### The metal 2 layer

Drawn at 2 px/um.
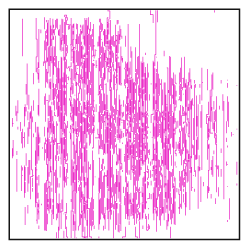
### Supply network

Drawn at 3 px/um. Pins as bars on the die edge. Tap cells in grey.
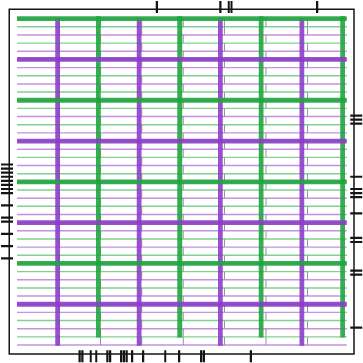
### Signal wires by layer

Drawn at 3 px/um.
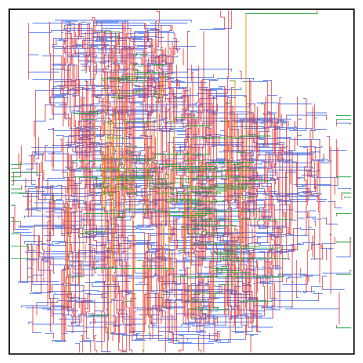
==> src/rtl/prog_loader.sv <==
// Boot-time program loader: receives a length-prefixed word stream from a byte
// receiver and writes it into instruction memory. Optional checksum: PROG_LOADER_CHECKSUM_EN.
module prog_loader #(
  parameter int unsigned DEPTH   = 1024,
  parameter int unsigned TIMEOUT = 50000
) (
  input  logic        clk,
  input  logic        rst,
  input  logic        start,
  input  logic        rx_valid,
  input  logic [7:0]  rx_byte,
  output logic [15:0] waddr,
  output logic [15:0] wdata,
  output logic        we,
  output logic        cpu_hold,
  output logic        load_done,
  output logic        load_err
);

  localparam int unsigned TMR_W = $clog2(TIMEOUT + 1);

  typedef enum logic [2:0] {
    IDLE,
    LEN_HI,
    LEN_LO,
    DATA_HI,
    DATA_LO,
`ifdef PROG_LOADER_CHECKSUM_EN
    CSUM,
`endif
    DONE,
    ERROR
  } state_t;

`ifdef PROG_LOADER_CHECKSUM_EN
  localparam state_t AFTER_DATA = CSUM;
  logic [7:0] csum;
`else
  localparam state_t AFTER_DATA = DONE;
`endif

  state_t            state, state_nx;
  logic [7:0]        hi_byte;
  logic [15:0]       word_len;
  logic [15:0]       word_cnt;
  logic [TMR_W-1:0]  timer;
  logic [15:0]       len_c;
  logic              loading, loading_nx, accept, timed_out, last_word;

  assign loading   = !(state == IDLE || state == DONE || state == ERROR);
  assign accept    = loading && rx_valid;
  assign timed_out = loading && !rx_valid && (timer == TMR_W'(TIMEOUT - 1));
  assign last_word = ((word_cnt + 16'd1) == word_len);
  assign len_c     = {hi_byte, rx_byte};

  // State register
  always_ff @(posedge clk or negedge rst) begin
    if (!rst) state <= IDLE;
    else      state <= state_nx;
  end

  // Next-state logic: one state step per accepted byte, timeout overrides
  always_comb begin
    state_nx   = state;
    loading_nx = 1'b0;
    case (state)
      IDLE, DONE, ERROR: if (start) state_nx = LEN_HI;
      LEN_HI:  if (accept) state_nx = LEN_LO;
      LEN_LO: begin
        if (accept) begin
          if (len_c > 16'(DEPTH))  state_nx = ERROR;
          else if (len_c == 16'd0) state_nx = AFTER_DATA;
          else                     state_nx = DATA_HI;
        end
      end
      DATA_HI: if (accept) state_nx = DATA_LO;
      DATA_LO: if (accept) state_nx = last_word ? AFTER_DATA : DATA_HI;
`ifdef PROG_LOADER_CHECKSUM_EN
      CSUM:    if (accept) state_nx = (rx_byte == csum) ? DONE : ERROR;
`endif
      default: state_nx = IDLE;
    endcase
    if (timed_out) state_nx = ERROR;
    loading_nx = !(state_nx == IDLE || state_nx == DONE || state_nx == ERROR);
  end

  // Datapath, byte timer and registered status outputs
  always_ff @(posedge clk or negedge rst) begin
    if (!rst) begin
      waddr     <= 16'd0;
      wdata     <= 16'd0;
      we        <= 1'b0;
      cpu_hold  <= 1'b0;
      load_done <= 1'b0;
      load_err  <= 1'b0;
      hi_byte   <= 8'd0;
      word_len  <= 16'd0;
      word_cnt  <= 16'd0;
      timer     <= '0;
`ifdef PROG_LOADER_CHECKSUM_EN
      csum      <= 8'd0;
`endif
    end else begin
      we        <= 1'b0;
      cpu_hold  <= loading_nx;
      load_done <= (state_nx == DONE);
      load_err  <= (state_nx == ERROR);
      if (!loading) begin
        if (start) begin
          word_cnt <= 16'd0;
          timer    <= '0;
`ifdef PROG_LOADER_CHECKSUM_EN
          csum     <= 8'd0;
`endif
        end
      end else if (accept) begin
        timer <= '0;
`ifdef PROG_LOADER_CHECKSUM_EN
        if (state != CSUM) csum <= csum + rx_byte;
`endif
        case (state)
          LEN_HI:  hi_byte  <= rx_byte;
          LEN_LO:  word_len <= len_c;
          DATA_HI: hi_byte  <= rx_byte;
          DATA_LO: begin
            we       <= 1'b1;
            waddr    <= word_cnt;
            wdata    <= len_c;
            word_cnt <= word_cnt + 16'd1;
          end
          default: ;
        endcase
      end else begin
        timer <= timer + TMR_W'(1);
      end
    end
  end

endmodule

==> config.mk <==
export PLATFORM = sky130hd
export DESIGN_NAME = prog_loader
export DESIGN_NICKNAME = d
export VERILOG_FILES = /design/src/rtl/prog_loader.sv
export SDC_FILE = /design/constraint.sdc
export NUM_CORES = 1
export LEC_CHECK = 0
export CELL_PAD_IN_SITES_DETAIL_PLACEMENT = 1
export CELL_PAD_IN_SITES_GLOBAL_PLACEMENT = 1
export CORE_MARGIN = 2
export CORE_UTILIZATION = 41
export CTS_BUF_LIST = sky130_fd_sc_hd__clkbuf_8
export DETAILED_ROUTE_END_ITERATION = 10
export GPL_ROUTABILITY_DRIVEN = 0
export GPL_TIMING_DRIVEN = 1
export PLACE_DENSITY = 0.9
export SYNTH_ARGS = -nofsm -noshare
export SYNTH_HDL_FRONTEND = slang
export SYNTH_SLANG_ARGS = --single-unit
==> constraint.sdc <==
create_clock -name clk -period 2.3 [get_ports clk]
set_clock_uncertainty 0.1 [all_clocks]
set_input_delay 0.69 -clock clk [delete_from_list [all_inputs] [get_ports clk]]
set_output_delay 0.69 -clock clk [all_outputs]
set_load 0.01 [all_outputs]
==> metrics.csv <==
metric,value,unit
"slowest stage delay, CP",0.45,ns
Synthesized registers,95,
Placed Cells,789,
DRC,0,
vias in the first global route,5257,
Top cell area share,0.476,
Post-Syn Area,0.00500,mm2
setup TNS,-1.16,ns
Gate power share,0.488,
met2 GRT Util,0.471,
Vias/cell,6.16,
Top Layout Cells,"128 x nand2_1, 93 x dfrtp_1, 79 x buf_4, 53 x o21ai_0, 36 x clkdlybuf4s50_1",
Worst Setup SP,word_cnt[10],
comb pwr,3590,uW
Yosys Warn Count,0,
post-route cell area,0.00669,mm2
Non-clock buffers,135,
tool warnings,29,
antenna fix cells,0,
Hold WC Path Type,in -> async,
Non-Filler Instances,811,
pre-CTS WS,-0.813,ns
syn_nets,563,
sequential share of power,0.347,
met1 usage,0.338,
Setup Viol. Count Final,6,
Flop area,0.00238,mm2
Slew headroom,0.521,
clk_lat worst skew,0.41,ns
Post-DP Area,0.00619,mm2
Setup CP Type,reg -> reg,
fp_density,0.418,
ao+oa area frac,0.153,
fraction of area in registers,0.356,
setup ws final,-0.301,ns
MI comb cells,407,
Die ar.,0.0131,mm2
Critical Path Sink Type,flip-flop,
met2 WL,9710,um
top sig layer,met4,
r2r setup slk,-0.30,ns
Final clock-cell share,0.0297,
clock root buffer,clkbuf_8,
CP max stage cell,nor4_4,
met3 wire len,1170,um
via count,4998,
Crit Path Max Fanout,6,
Syn-to-layout area delta,34.0,%
Post-layout nets,674,
clock sinks,95,
Combinational Area,0.00266,mm2
Synth area leaders,"dfrtp_1 48%, nand2_1 9.8%, o21ai_0 5.3%",
Post-synth EDFFs,0,
IO buf count,47,
1st-iter DRT viols,373,
layout cells sized above 1,0.274,
post-CTS setup buffers,4,
list of most frequent post-synthesis cells,"130 x nand2_1, 95 x dfrtp_1, 53 x o21ai_0",
fill count,1356,
crit path to,load_err,
top-count cell post-synth,nand2_1,
pin count of the biggest net entering global routing,53,
Slew @ Worst Pin,0.713,ns
Dominant Register Cell,dfrtp_1,
sw power,3100,uW
fmax,384,MHz
combinational share of cell area,0.397,
IO Count,48,
async set-reset flop share out of synthesis,1.00,
final core occ,0.560,
clk pwr,1220,uW
Cell Pwr Density,1100,mW/mm2
Max power group,combinational cells,
status,"complete, but fails checks",
violated checks,setup timing,
Post-DP HPWL,12600,um
Notes on 'The metal 2 layer' above:
The wires run mostly vertical. The layer holds 50% of the routed length. The layer carries 9710 um of wire.

Notes on 'Supply network' above:
VDD: shown in green. VSS: shown in purple.
The core has 40 rows. 8 straps on met4.
chip height: 114 um
Die W: 114 um
Peak VDD IR: 596 uV
core area: 0.0120 mm2

Notes on 'Signal wires by layer' above:
metal 3: shown in green, wire length 1170 um. metal 1: shown in blue, wire length 7460 um. metal 2: shown in red, wire length 9710 um. metal 4: shown in orange, wire length 1050 um.

No activity file was given, so power comes from the tool's default toggle rates.
